`src/rtl/spi_xfer_scheduler_pkg.sv`:
```
// Shared types and default parameters for the SPI transfer scheduler.
package spi_sched_pkg;

    localparam int DEF_NUM_REQ    = 4;
    localparam int DEF_ADDR_WIDTH = 5;
    localparam int DEF_TIMEOUT    = 1024;
    localparam int DEF_GAP        = 2;

    typedef enum logic [2:0] {
        S_IDLE  = 3'd0,
        S_GRANT = 3'd1,
        S_START = 3'd2,
        S_WAIT  = 3'd3,
        S_RESP  = 3'd4,
        S_GAP   = 3'd5
    } sched_state_t;

    typedef struct packed {
        logic crc_err;
        logic timeout;
    } sched_status_t;

endpackage

```
`src/rtl/spi_xfer_scheduler_if.sv`:
```
// Requester handshake plus engine control bundle shared by scheduler and environment.
interface spi_xfer_scheduler_if #(
    parameter int NUM_REQ    = spi_sched_pkg::DEF_NUM_REQ,
    parameter int ADDR_WIDTH = spi_sched_pkg::DEF_ADDR_WIDTH
);
    logic [NUM_REQ-1:0]            req_valid;
    logic [NUM_REQ*ADDR_WIDTH-1:0] req_addr;
    logic [NUM_REQ-1:0]            req_ready;
    logic [NUM_REQ-1:0]            rsp_valid;
    logic                          rsp_crc_err;
    logic                          rsp_timeout;
    logic                          eng_start;
    logic [ADDR_WIDTH-1:0]         eng_addr;
    logic                          eng_abort;
    logic                          eng_done;
    logic                          eng_crc_err;
    logic                          busy;
    logic [$clog2(NUM_REQ)-1:0]    owner;

    modport master (
        input  req_valid, req_addr, eng_done, eng_crc_err,
        output req_ready, rsp_valid, rsp_crc_err, rsp_timeout,
               eng_start, eng_addr, eng_abort, busy, owner
    );

    modport slave (
        output req_valid, req_addr, eng_done, eng_crc_err,
        input  req_ready, rsp_valid, rsp_crc_err, rsp_timeout,
               eng_start, eng_addr, eng_abort, busy, owner
    );
endinterface

```
`src/rtl/spi_xfer_scheduler_rr_pick.sv`:
```
// Rotating-priority picker: first set request at or after ptr, searching upward with wrap.
module spi_rr_pick #(
    parameter int NUM_REQ = 4
) (
    input  logic [NUM_REQ-1:0]         req,
    input  logic [$clog2(NUM_REQ)-1:0] ptr,
    output logic [$clog2(NUM_REQ)-1:0] idx,
    output logic                       found
);
    localparam int PW = $clog2(NUM_REQ);

    logic [PW:0] slot;

    // Scan from the farthest slot back to ptr so the nearest hit wins.
    always_comb begin
        idx   = ptr;
        found = |req;
        slot  = '0;
        for (int i = NUM_REQ - 1; i >= 0; i--) begin
            slot = {1'b0, ptr} + (PW + 1)'(i);
            if (int'(slot) >= NUM_REQ) slot = slot - (PW + 1)'(NUM_REQ);
            if (req[slot[PW-1:0]]) idx = slot[PW-1:0];
        end
    end
endmodule

```
`src/rtl/spi_xfer_scheduler.sv`:
```
// Round-robin scheduler sharing one SPI transaction engine among NUM_REQ requesters.
//   state   | meaning
//   IDLE    | waiting for any request, picks next owner
//   GRANT   | accept owner if still requesting, latch address
//   START   | launch engine, clear timeout counter
//   WAIT    | wait for eng_done or timeout expiry
//   RESP    | return status to owner
//   GAP     | enforce chip-select idle time before next grant
module spi_xfer_scheduler import spi_sched_pkg::*; #(
    parameter int NUM_REQ    = DEF_NUM_REQ,
    parameter int ADDR_WIDTH = DEF_ADDR_WIDTH,
    parameter int TIMEOUT    = DEF_TIMEOUT,
    parameter int GAP        = DEF_GAP
) (
    input logic                  clk,
    input logic                  rst,
    spi_xfer_scheduler_if.master bus
);
    localparam int OW = $clog2(NUM_REQ);
    localparam int TW = $clog2(TIMEOUT) + 1;
    localparam int GW = (GAP > 1) ? $clog2(GAP) : 1;
    localparam logic [TW-1:0] TMO_LAST = TW'(TIMEOUT - 1);
    localparam logic [GW-1:0] GAP_LOAD = GW'((GAP > 0) ? GAP - 1 : 0);

    sched_state_t          state, state_nxt;
    logic [OW-1:0]         ptr, ptr_nxt, owner, owner_nxt, pick_idx;
    logic                  pick_found;
    logic [ADDR_WIDTH-1:0] addr_q, addr_nxt;
    logic [TW-1:0]         tmo_cnt, tmo_nxt;
    logic [GW-1:0]         gap_cnt, gap_nxt;
    sched_status_t         status, status_nxt;
    logic [NUM_REQ-1:0]    ready_q, ready_nxt, rsp_q, rsp_nxt;
    logic                  crc_q, crc_nxt, tmo_q, tmo_flag_nxt;
    logic                  start_q, start_nxt, abort_q, abort_nxt, busy_q;

    spi_rr_pick #(.NUM_REQ(NUM_REQ)) u_pick (
        .req   (bus.req_valid),
        .ptr   (ptr),
        .idx   (pick_idx),
        .found (pick_found)
    );

    always_comb begin
        state_nxt    = state;
        ptr_nxt      = ptr;
        owner_nxt    = owner;
        addr_nxt     = addr_q;
        tmo_nxt      = tmo_cnt;
        gap_nxt      = gap_cnt;
        status_nxt   = status;
        ready_nxt    = '0;
        rsp_nxt      = '0;
        crc_nxt      = 1'b0;
        tmo_flag_nxt = 1'b0;
        start_nxt    = 1'b0;
        abort_nxt    = 1'b0;
        unique case (state)
            S_IDLE: begin
                if (pick_found) begin
                    owner_nxt = pick_idx;
                    state_nxt = S_GRANT;
                end
            end
            S_GRANT: begin
                // A withdrawn request leaves ptr alone so the same slot keeps priority.
                if (bus.req_valid[owner]) begin
                    ready_nxt[owner] = 1'b1;
                    addr_nxt         = bus.req_addr[owner*ADDR_WIDTH +: ADDR_WIDTH];
                    ptr_nxt          = (owner == OW'(NUM_REQ - 1)) ? '0 : owner + 1'b1;
                    state_nxt        = S_START;
                end else begin
                    state_nxt = S_IDLE;
                end
            end
            S_START: begin
                start_nxt  = 1'b1;
                tmo_nxt    = '0;
                status_nxt = '0;
                state_nxt  = S_WAIT;
            end
            S_WAIT: begin
                if (bus.eng_done) begin
                    status_nxt.crc_err = bus.eng_crc_err;
                    state_nxt          = S_RESP;
                end else if (tmo_cnt == TMO_LAST) begin
                    abort_nxt          = 1'b1;
                    status_nxt.timeout = 1'b1;
                    state_nxt          = S_RESP;
                end else if (tmo_cnt != '1) begin
                    tmo_nxt = tmo_cnt + 1'b1;
                end
            end
            S_RESP: begin
                rsp_nxt[owner] = 1'b1;
                crc_nxt        = status.crc_err;
                tmo_flag_nxt   = status.timeout;
                gap_nxt        = GAP_LOAD;
                state_nxt      = (GAP == 0) ? S_IDLE : S_GAP;
            end
            S_GAP: begin
                if (gap_cnt == '0) state_nxt = S_IDLE;
                else               gap_nxt   = gap_cnt - 1'b1;
            end
            default: state_nxt = S_IDLE;
        endcase
    end

    always_ff @(posedge clk or posedge rst) begin
        if (rst) begin
            state   <= S_IDLE;
            ptr     <= '0;
            owner   <= '0;
            addr_q  <= '0;
            tmo_cnt <= '0;
            gap_cnt <= '0;
            status  <= '0;
            ready_q <= '0;
            rsp_q   <= '0;
            crc_q   <= 1'b0;
            tmo_q   <= 1'b0;
            start_q <= 1'b0;
            abort_q <= 1'b0;
            busy_q  <= 1'b0;
        end else begin
            state   <= state_nxt;
            ptr     <= ptr_nxt;
            owner   <= owner_nxt;
            addr_q  <= addr_nxt;
            tmo_cnt <= tmo_nxt;
            gap_cnt <= gap_nxt;
            status  <= status_nxt;
            ready_q <= ready_nxt;
            rsp_q   <= rsp_nxt;
            crc_q   <= crc_nxt;
            tmo_q   <= tmo_flag_nxt;
            start_q <= start_nxt;
            abort_q <= abort_nxt;
            busy_q  <= (state_nxt != S_IDLE);
        end
    end

    assign bus.req_ready   = ready_q;
    assign bus.rsp_valid   = rsp_q;
    assign bus.rsp_crc_err = crc_q;
    assign bus.rsp_timeout = tmo_q;
    assign bus.eng_start   = start_q;
    assign bus.eng_addr    = addr_q;
    assign bus.eng_abort   = abort_q;
    assign bus.busy        = busy_q;
    assign bus.owner       = owner;
endmodule

```
`src/flat_wrapper.sv`:
```
// flat-port wrapper written by rule: the top's interface ports become plain ports
module spi_xfer_scheduler_flat import spi_sched_pkg::*;
#(
    parameter int NUM_REQ    = DEF_NUM_REQ,
    parameter int ADDR_WIDTH = DEF_ADDR_WIDTH,
    parameter int TIMEOUT    = DEF_TIMEOUT,
    parameter int GAP        = DEF_GAP
)
  (clk, rst, bus_req_valid, bus_req_addr, bus_eng_done, bus_eng_crc_err, bus_req_ready, bus_rsp_valid, bus_rsp_crc_err, bus_rsp_timeout, bus_eng_start, bus_eng_addr, bus_eng_abort, bus_busy, bus_owner);
  spi_xfer_scheduler_if #(.NUM_REQ(NUM_REQ), .ADDR_WIDTH(ADDR_WIDTH)) bus_i ();
  input logic clk;
  input logic rst;
  input wire logic [$bits(bus_i.req_valid)-1:0] bus_req_valid;
  input wire logic [$bits(bus_i.req_addr)-1:0] bus_req_addr;
  input wire logic [$bits(bus_i.eng_done)-1:0] bus_eng_done;
  input wire logic [$bits(bus_i.eng_crc_err)-1:0] bus_eng_crc_err;
  output wire logic [$bits(bus_i.req_ready)-1:0] bus_req_ready;
  output wire logic [$bits(bus_i.rsp_valid)-1:0] bus_rsp_valid;
  output wire logic [$bits(bus_i.rsp_crc_err)-1:0] bus_rsp_crc_err;
  output wire logic [$bits(bus_i.rsp_timeout)-1:0] bus_rsp_timeout;
  output wire logic [$bits(bus_i.eng_start)-1:0] bus_eng_start;
  output wire logic [$bits(bus_i.eng_addr)-1:0] bus_eng_addr;
  output wire logic [$bits(bus_i.eng_abort)-1:0] bus_eng_abort;
  output wire logic [$bits(bus_i.busy)-1:0] bus_busy;
  output wire logic [$bits(bus_i.owner)-1:0] bus_owner;
  assign bus_i.req_valid = bus_req_valid;
  assign bus_i.req_addr = bus_req_addr;
  assign bus_i.eng_done = bus_eng_done;
  assign bus_i.eng_crc_err = bus_eng_crc_err;
  assign bus_req_ready = bus_i.req_ready;
  assign bus_rsp_valid = bus_i.rsp_valid;
  assign bus_rsp_crc_err = bus_i.rsp_crc_err;
  assign bus_rsp_timeout = bus_i.rsp_timeout;
  assign bus_eng_start = bus_i.eng_start;
  assign bus_eng_addr = bus_i.eng_addr;
  assign bus_eng_abort = bus_i.eng_abort;
  assign bus_busy = bus_i.busy;
  assign bus_owner = bus_i.owner;
  spi_xfer_scheduler #(.NUM_REQ(NUM_REQ), .ADDR_WIDTH(ADDR_WIDTH), .TIMEOUT(TIMEOUT), .GAP(GAP)) u_core (.clk(clk), .rst(rst), .bus(bus_i));
endmodule
```
`config.mk`:
```
export PLATFORM = sky130hd
export DESIGN_NAME = spi_xfer_scheduler_flat
export DESIGN_NICKNAME = d
export VERILOG_FILES = /design/src/rtl/spi_xfer_scheduler_pkg.sv /design/src/rtl/spi_xfer_scheduler_if.sv /design/src/rtl/spi_xfer_scheduler_rr_pick.sv /design/src/rtl/spi_xfer_scheduler.sv /design/src/flat_wrapper.sv
export SDC_FILE = /design/constraint.sdc
export NUM_CORES = 1
export LEC_CHECK = 0
export CAP_MARGIN = 20
export CORE_MARGIN = 1.5
export CORE_UTILIZATION = 40
export DETAILED_ROUTE_END_ITERATION = 8
export HOLD_SLACK_MARGIN = 0.15
export PLACE_DENSITY_LB_ADDON = 0.25
export SLEW_MARGIN = 20
export SYNTH_ARGS = -nofsm -noshare
export SYNTH_HDL_FRONTEND = slang
export SYNTH_SLANG_ARGS = --single-unit
```
`constraint.sdc`:
```
create_clock -name clk -period 4 [get_ports clk]
set_input_delay 0.8 -clock clk [delete_from_list [all_inputs] [get_ports clk]]
set_output_delay 0.8 -clock clk [all_outputs]
set_load 0.01 [all_outputs]
```
### Clock distribution, run 1

The bar under the picture is 20 um long.
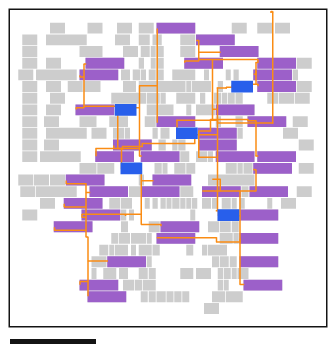
legend:
  clock wires:
    colour: orange
    length: 454 um
  cells driving clock nets:
    colour: blue
    count: 5
  flip-flops:
    colour: purple
    count: 39
routed clock nets: 6

### Wiring heat map, run 1

The bar under the picture is 20 um long. 15 x 15 tiles, from white (low) to dark blue (high), scaled to the fullest tile. Values are wire area over tile area, all layers added.
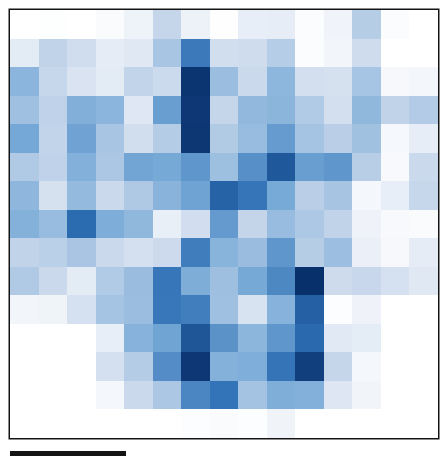
tiles over half the peak: 18%
emptiest ninth of the die: lower left
nearly empty tiles: 18%

### Zoomed window, run 1

Region (17, 17) to (57, 57) um. Cells in grey, sequential cells in the stronger grey; small squares are vias.
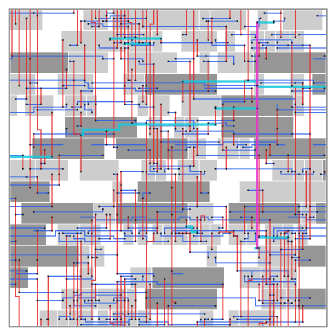
legend:
  met2:
    colour: red
  met3:
    colour: cyan
  met4:
    colour: magenta
  met1:
    colour: blue
netlist names of flops here include: u_core.tmo_cnt (5), u_core.bus.eng_addr (3), u_core.state (3)
most frequent: dfrtp_1 (18), nand2_1 (13), nor2_1 (10)
cells with their middle in the window: 110
sequential cells in the window: 18

==> impl_metrics.json, run 1 <==
{
  "outcome": "finished, final reports clean",
  "startpoint_type": "flop",
  "pg_comb_mw": 0.588,
  "fmax_ghz": 0.4188,
  "stdcell_area_mm2": 0.002630,
  "place_hpwl_um": 2784,
  "root_buffer": "clkbuf_8",
  "placement.cell_area_mm2": 0.002497,
  "clockBufferDepth": 2,
  "worst_pin_slew_ns": 0.7719,
  "fp_util_pct": 41.92,
  "end_kind": "primary output",
  "fin_setup_tns_ns": 0,
  "power.leakage_nw": 1.113,
  "drt_iter0_drc": 126,
  "seqPwrFrac_pct": 39.6,
  "hold_class": "flop to flop",
  "grt_overflow": 0,
  "viasPerCell": 5.130,
  "grt_max_degree": 40,
  "clk_pin_slew_ns": 0.07,
  "num_vias": 1534,
  "grt_pass1_wl_um": 6906,
  "syn2layout_area_growth_pct": 31.95,
  "holdPathEnd": "u_core.gap_cnt$_DFFE_PP0P_",
  "synth_nets": 218,
  "powerClk_mw": 0.382,
  "firstDrtPassIters": 4,
  "post_drt_wl_per_cell_um": 13.31,
  "reg2reg_to": "u_core.bus.eng_addr[2]$_DFFE_PP0P_",
  "finalCritPeriodShare_pct": 59.70,
  "hold_viol_final": 0,
  "dp.cells": 291,
  "post_cts_buffers": 0,
  "synth_area_mm2": 0.001993,
  "largest_register": "u_core.tmo_cnt",
  "globalplace.congestion": 0.8490,
  "drv_cap": 0,
  "skew_ns": 0.005548,
  "final_layout_size_suffix_gt1_share_pct": 8.190,
  "p_int_mw": 1.067,
  "cts_tree": "yes",
  "ctsResizeCount": 0,
  "h-tree-depth": 2,
  "critical_path_depth": 1,
  "crit_fanout": 12,
  "reg2reg_depth": 3,
  "yosys-stat-area_mm2": 0.001993,
  "required_ns": 3.20,
  "hold_start": "u_core.gap_cnt$_DFFE_PP0P_",
  "cts-hold-fix-buffers": 0,
  "edf_count": 0,
  "largest_reg_flops": 11,
  "stdcell_count": 299,
  "cpPeakStageDelay_ns": 0.66,
  "irDropWorstVdd_mv": 0.2811,
  "ys.flops": 39,
  "ios": 48,
  "synth_top_area_share_pct": 48.96,
  "ant_nets": 0,
  "p_sw_share_pct": 33.62,
  "globalRouteTotalUtil_pct": 16.88,
  "power_density_mw_per_mm2": 611.3,
  "ys.flop_type": "dfrtp_1",
  "numClockSinks": 39,
  "timing.rr.start": "u_core.bus.owner[0]$_DFFE_PP0P_",
  "antenna_found_initial": 0,
  "synth.distinct_cells": 46,
  "path_cells": "clkdlybuf4s50_1",
  "die_w_um": 73.59,
  "synth.area.top_cells": "dfrtp_1 49%, mux4_1 6.6%, nor2_1 3.6%",
  "rows": 25,
  "largest_area_cell": "dfrtp_1",
  "critPathBufInv": 1,
  "synthArstFlopShare_pct": 100.0,
  "cts_made_buffers": 5,
  "portBuffers": 47,
  "yosysMostFrequentCell": "dfrtp_1",
  "max-slew-margin-rel_pct": 48.54,
  "p_comb_share_pct": 36.6,
  "crit_path_top_delay_cell": "dfrtp_1",
  "yosysCellCount": 185
}
==> run 1: kinds of logic after synthesis <==
| family | count (synthesis) | synth area share [%] |
|---|---|---|
| flip-flops | 39 | 48.96 |
| multiplexers | 13 | 11.99 |
| AND/OR/NAND/NOR | 73 | 19.27 |
| adder cells (fa/ha/maj) | 5 | 3.139 |
| buffers and inverters | 21 | 5.147 |
| AND-OR/OR-AND | 34 | 11.49 |
==> run 1: routing by layer <==
layer	track usage, %	share of wire, %	vias up
li1	-	-	759
met1	24.20	47	719
met2	25.03	46	51
met3	3.841	5.4	5
met4	6.173	1.4	0
met5	0	0	-
==> run 1: cell usage in the layout (no fill, tap or decap), types with 2 or more instances in the layout <==
cell type and n:
inv_1 12, or4_1 3, mux2_4 2, nor2b_1 3
nor3_1 8, nor2_1 19, and2_1 2, a31oi_1 2
clkbuf_8 5, nand2_1 16, a21o_1 2, o21ai_0 6
dfrtp_1 39, mux2_2 4, clkdlybuf4s50_1 47, mux4_1 5
ha_1 5, o211ai_1 4, nand3_1 7, a21oi_1 8
o41ai_1 3, o31ai_1 2, bufinv_16 2, nand2b_1 4
==> run 1: stage by stage <==
stage / util, % / worst slack, ns / hold WS [ns] / power [mW]
global route: 55.32 / 1.530 / 0.5157 / 1.732
detailed placement: 52.53 / 1.395 / 0.4680 / 1.236
global placement: 52.53 / 1.420 / 0.4675 / 1.226
CTS: 55.32 / 1.582 / 0.4928 / 1.625
floorplan: - / 2.060 / 0.4494 / 1.028
finish: 55.32 / 1.612 / 0.4913 / 1.608
==> run 1: final cells by class <==
class	count	area [um2]
Timing Repair Buffer	48	478.0
Fill cell	426	2125
Inverter	12	45.04
Multi-Input combinational cell	125	914.6
Sequential cell	39	975.9
Clock inverter	2	60.06
Clock buffer	6	72.57
Tap cell	67	83.83
==> inputs of run 2 (changes only) <==
==> constraint.sdc (replaced) <==
create_clock -name clk -period 2.19 [get_ports clk]
set_input_delay 0.438 -clock clk [delete_from_list [all_inputs] [get_ports clk]]
set_output_delay 0.438 -clock clk [all_outputs]
set_load 0.01 [all_outputs]
### Met3 routing, run 2

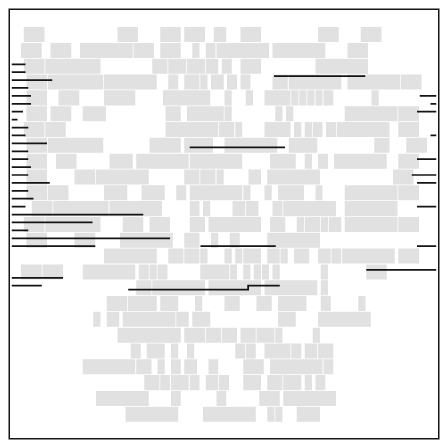
main direction: horizontal
longest straight run: 26.9 um
drt total wl: 4058 um
met3 GRT Util: 5.898%

### Wiring heat map, run 2

The bar under the picture is 20 um long. 15 x 15 tiles, from white (low) to dark blue (high), scaled to the fullest tile. Values are wire area over tile area, all layers added.
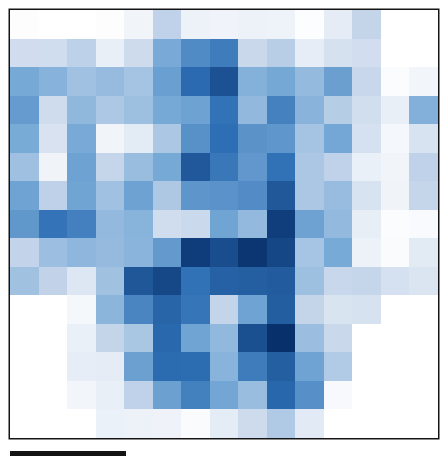
tiles over half the peak: 30%
fullest tile: 0.35
mean over tiles: 0.12
densest ninth of the die: centre
nearly empty tiles: 16%

==> run 2 against run 1 <==
- clock skew increased by 0.0020 ns
- clock power increased by 57%
- wire length increased by 1.9%
==> impl_metrics.json, run 2 <==
{
  "viasPerCell": 5.120,
  "finalCritPeriodShare_pct": 87.85,
  "logic_family": "simple AND/OR/NAND/NOR gates",
  "ys.flops": 39,
  "ys_sh_aoi_pct": 11.49,
  "fillers": 430,
  "power_density_mw_per_mm2": 1089,
  "root_buffer": "clkbuf_8",
  "yosysMostFrequentCell": "dfrtp_1",
  "synth_area_mm2": 0.001993,
  "placement.cell_area_mm2": 0.002565,
  "cts-hold-fix-buffers": 0,
  "numClockSinks": 39,
  "drv_cap": 0,
  "fin_ws_ns": 0.2660,
  "yosys.area_share.adder_pct": 3.139,
  "globalplace.congestion": 0.7948,
  "logic_area_um2": 914.6,
  "edf_count": 0,
  "portBuffers": 47,
  "die_w_um": 73.59,
  "end_kind": "primary output",
  "yosys.area_share.simple_pct": 19.27,
  "synth_nets": 218,
  "antenna_found_initial": 0,
  "grt_overflow": 0,
  "synthArstFlopShare_pct": 100.0,
  "synth_top_area_share_pct": 48.96,
  "grt_pass1_wl_um": 6713,
  "yosysCellCount": 185,
  "seqPwrFrac_pct": 38.1,
  "p_comb_share_pct": 41.4,
  "crit_path_top_delay_cell": "clkdlybuf4s50_1",
  "largest_reg_flops": 11,
  "synthXorXnorAreaFrac_pct": 0,
  "path_cells": "clkdlybuf4s50_1",
  "largest_register": "u_core.tmo_cnt",
  "reg2reg_depth": 5,
  "syn2layout_area_growth_pct": 34.34,
  "drt_iter0_drc": 104,
  "final_layout_size_suffix_gt1_share_pct": 12.03,
  "startpoint_type": "flop",
  "clk_pin_slew_ns": 0.08,
  "ctsResizeCount": 0,
  "power.leakage_nw": 1.151,
  "critPathBufInv": 1,
  "place_hpwl_um": 2887,
  "p_int_mw": 1.896,
  "irDropWorstVdd_mv": 0.4276,
  "synthMuxAreaShare_pct": 11.99,
  "outcome": "finished, final reports clean",
  "rows": 25,
  "seq_area_um2": 975.9,
  "post_cts_buffers": 0,
  "ys.flop_type": "dfrtp_1",
  "skew_ns": 0.007595,
  "grt_max_degree": 40,
  "required_ns": 1.75,
  "firstDrtPassIters": 4,
  "fp_util_pct": 41.92
}
### Zoomed window, run 2

Region (17, 17) to (57, 57) um. Cells in grey, sequential cells in the stronger grey; small squares are vias.
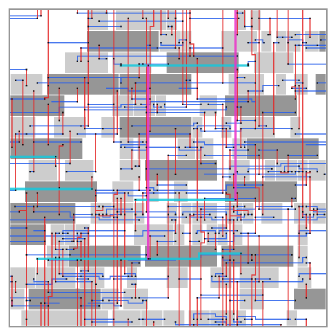
legend:
  met4:
    colour: magenta
  met1:
    colour: blue
  met3:
    colour: cyan
  met2:
    colour: red
sequential cells in the window: 18
most frequent: dfrtp_1 (18), nand2_1 (13), nor2_1 (10)
cells with their middle in the window: 107
netlist names of flops here include: u_core.tmo_cnt (5), u_core.bus.eng_addr (3), u_core.state (3)

run 2: final cells by class:
type,instances,share of cell area [%]
sequential,39,36.45
multi-input combinational,125,34.16
inverter,12,1.682
timing repair buffer,57,20.37
clock buffer,5,2.570
clock inverter,3,1.636
tap,67,3.131
run 2: power by group through the flow:
stage          clock network [mW]  logic (mW)  registers, mW
3_5_place_dp                    0        1.22           1.13
5_1_grt                     0.642        1.34           1.14
6_report                    0.599        1.21           1.11
2_1_floorplan                   0       0.781           1.10
3_3_place_gp                    0        1.20           1.13
4_1_cts                     0.613        1.23           1.11
run 2: per-layer routing:
layer | share of wire [%] | routed length, um | GRT usage [%]
met5 | 0 | 0 | 0
met4 | 1.3 | 53 | 5.556
met3 | 6.3 | 254 | 5.898
met2 | 45 | 1846 | 25.33
met1 | 47 | 1903 | 21.72
run 2: worst paths after layout:
kind                            slack (ns)                             from                           endpoint
worst max-delay path                  0.27  u_core.bus.owner[1]$_DFFE_PP0P_                       bus_owner[1]
worst min-delay path                  0.49       u_core.gap_cnt$_DFFE_PP0P_         u_core.gap_cnt$_DFFE_PP0P_
worst max register to register        0.49    u_core.tmo_cnt[0]$_DFFE_PP0P_      u_core.tmo_cnt[8]$_DFFE_PP0P_
worst min register to register        0.49       u_core.gap_cnt$_DFFE_PP0P_         u_core.gap_cnt$_DFFE_PP0P_
max in group asynchronous             1.26                              rst     u_core.tmo_cnt[10]$_DFFE_PP0P_
min in group asynchronous             0.58                              rst  u_core.bus.rsp_valid[3]$_DFF_PP0_
run 2: stage by stage:
step	power [mW]	util, %	hold slack, ns	instances
floorplan	1.878	-	0.4494	185
global placement	2.324	53.95	0.4640	300
detailed placement	2.342	53.95	0.4702	300
CTS	2.955	56.32	0.4901	308
global route	3.126	56.32	0.5077	308
finish	2.917	56.32	0.4858	308
==> inputs of run 3 (changes only) <==
--- a/config.mk
+++ b/config.mk
@@ -9,6 +9,7 @@
 export CORE_MARGIN = 1.5
 export CORE_UTILIZATION = 40
 export DETAILED_ROUTE_END_ITERATION = 8
+export GPL_TIMING_DRIVEN = 0
 export HOLD_SLACK_MARGIN = 0.15
 export PLACE_DENSITY_LB_ADDON = 0.25
 export SLEW_MARGIN = 20
### Zoomed window, run 3

Region (17, 17) to (57, 57) um. Cells in grey, sequential cells in the stronger grey; small squares are vias.
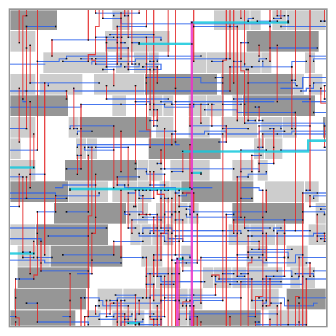
legend:
  met1:
    colour: blue
  met3:
    colour: cyan
  met4:
    colour: magenta
  met2:
    colour: red
cells with their middle in the window: 112
sequential cells in the window: 20
netlist names of flops here include: u_core.tmo_cnt (6), u_core.bus.eng_addr (4), u_core.state (3)
most frequent: dfrtp_1 (20), nand2_1 (13), nor2_1 (11)

### Clock routing, run 3

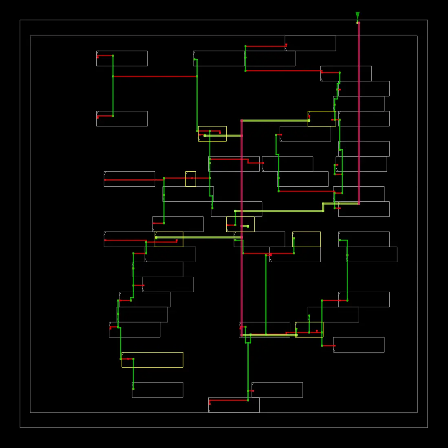
seq_cells: 39
clock skew: 0.01163 ns

==> run 3 against run 2 <==
- largest power group unchanged
- critical path type is now primary input to flop
- sequential share of layout area shrank 0.10 points
- highest routed layer unchanged
- global-route usage rose by 0.45 points
- area after synthesis stayed put
- final area is 0.28% higher
==> impl_metrics.json, run 3 <==
{
  "p_total_mw": 2.934,
  "fin_ws_ns": 0.3042,
  "startpoint_type": "primary input",
  "drt_iter0_drc": 78,
  "largest_reg_flops": 11,
  "reg2reg_to": "u_core.bus.eng_addr[4]$_DFFE_PP0P_",
  "grt_pass1_wl_um": 6893,
  "portBuffers": 47,
  "final_layout_size_suffix_gt1_share_pct": 10.37,
  "max-slew-margin-rel_pct": 55.82,
  "synth.area.top_cells": "dfrtp_1 49%, mux4_1 6.6%, nor2_1 3.6%",
  "min_period_ns": 1.886,
  "met1_usage_pct": 22.79,
  "largest_register": "u_core.tmo_cnt",
  "setup_viol": 0,
  "wl_met3_um": 236,
  "clk_pin_slew_ns": 0.08,
  "holdWs_ns": 0.3685,
  "edf_count": 0,
  "post_cts_buffers": 0,
  "power.leakage_nw": 1.142,
  "grt_overflow": 0,
  "crit_end": "u_core.bus.eng_addr[4]$_DFFE_PP0P_",
  "clock.latency.late_pin_ns": 0.29,
  "nNetsFinal": 273,
  "root_buffer": "clkbuf_8",
  "num_vias": 1599,
  "yosysCellCount": 185,
  "power_density_mw_per_mm2": 1093,
  "globalplace.congestion": 0.8643,
  "viasPerCell": 5.192,
  "h-tree-depth": 2,
  "drv_cap": 0,
  "syn2layout_area_growth_pct": 34.71,
  "crit_path_top_delay_cell": "clkdlybuf4s50_1",
  "synthCells": 185,
  "m1WireLength_um": 1834,
  "antenna_found_initial": 0,
  "timing.rr.start": "u_core.bus.owner[0]$_DFFE_PP0P_",
  "die_w_um": 73.59,
  "die_area_mm2": 0.005415,
  "ant_nets": 0,
  "dr_wl_met2_um": 1923,
  "finalCritPeriodShare_pct": 86.11,
  "met2_usage_pct": 25.63,
  "irDropWorstVdd_mv": 0.4502,
  "ys.flop_type": "dfrtp_1",
  "synth_top_area_share_pct": 48.96,
  "synth_area_mm2": 0.001993,
  "maxUsedRoutingLayer": "met4",
  "met3_usage_pct": 4.938,
  "firstDrtPassIters": 4,
  "place_hpwl_um": 2981,
  "grt_max_degree": 33,
  "numClockSinks": 39,
  "ctsResizeCount": 0,
  "reg2reg_depth": 5,
  "grt_pass1_vias": 1493,
  "grt-busiest-layer": "met2",
  "final_cell_mix": "47 x clkdlybuf4s50_1, 39 x dfrtp_1, 19 x nor2_1",
  "yosysMostFrequentCell": "dfrtp_1",
  "synth_nets": 218,
  "fp_util_pct": 41.92,
  "r2r_slack_ns": 0.36,
  "rows": 25,
  "required_ns": 2.37,
  "outcome": "finished, final reports clean",
  "path_cells": "clkdlybuf4s50_1 > mux4_2 > nand3_4 > buf_8 > mux2_4",
  "cts-hold-fix-buffers": 0,
  "end_kind": "flop",
  "synthArstFlopShare_pct": 100.0,
  "ys.flops": 39,
  "startpoint": "bus_req_valid[1]",
  "wirelength_um": 4078
}
### Clock distribution, run 3

The bar under the picture is 20 um long.
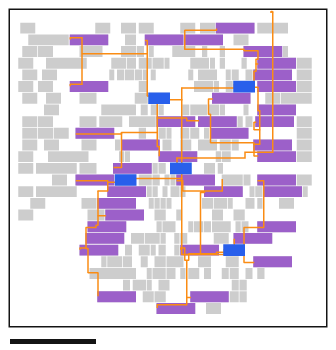
legend:
  clock wires:
    colour: orange
    length: 490 um
  cells driving clock nets:
    colour: blue
    count: 5
  flip-flops:
    colour: purple
    count: 39
routed clock nets: 6

-- run 3: final cells by class --
class | instances | area [um2]
fill | 430 | 2069
sequential | 39 | 975.9
multi-input combinational | 125 | 914.6
timing repair buffer | 48 | 490.5
tap | 67 | 83.83
clock buffer | 6 | 82.58
buffer | 9 | 57.56
inverter | 12 | 45.04
clock inverter | 2 | 35.03
-- run 3: power breakdown --
part | internal (mW) | total, mW | switching, mW
registers | 0.916 | 1.07 | 0.149
clock network | 0.369 | 0.618 | 0.249
logic | 0.637 | 1.25 | 0.614
total | 1.92 | 2.93 | 1.01
-- run 3: metrics by stage --
step                area (um2)  std cells  utilization (%)
floorplan                 1993        185                -
global placement          2547        299            53.58
detailed placement        2567        300            54.00
CTS                       2685        308            56.47
global route              2685        308            56.47
finish                    2685        308            56.47
-- run 3: critical path, delay by kind of cell --
kind	cells	cell delay, ns
multiplexers	2	0.82
buffers and inverters	2	0.67
AND/OR/NAND/NOR	1	0.13
-- run 3: kinds of logic (layout without fill, tap and decap cells) --
logic type | after synthesis | after routing | share of synthesized area (%)
and+or+nand+nor | 73 | 73 | 19.27
DFF | 39 | 39 | 48.96
AOI/OAI and AO/OA | 34 | 34 | 11.49
buffers and inverters | 21 | 77 | 5.147
adders and majority gates | 5 | 5 | 3.139
muxes | 13 | 13 | 11.99
-- run 3: worst min-delay path by stage --
stage / endpoint / cells after the start
2_1_floorplan: u_core.gap_cnt$_DFFE_PP0P_ / 1
3_3_place_gp: u_core.gap_cnt$_DFFE_PP0P_ / 1
3_5_place_dp: u_core.gap_cnt$_DFFE_PP0P_ / 1
4_1_cts: u_core.bus.req_ready[0]$_DFF_PP0_ / 2
5_1_grt: u_core.bus.req_ready[0]$_DFF_PP0_ / 2
6_report: u_core.bus.req_ready[0]$_DFF_PP0_ / 2
Power figures rest on the tool's default switching activity, not on a simulated workload.
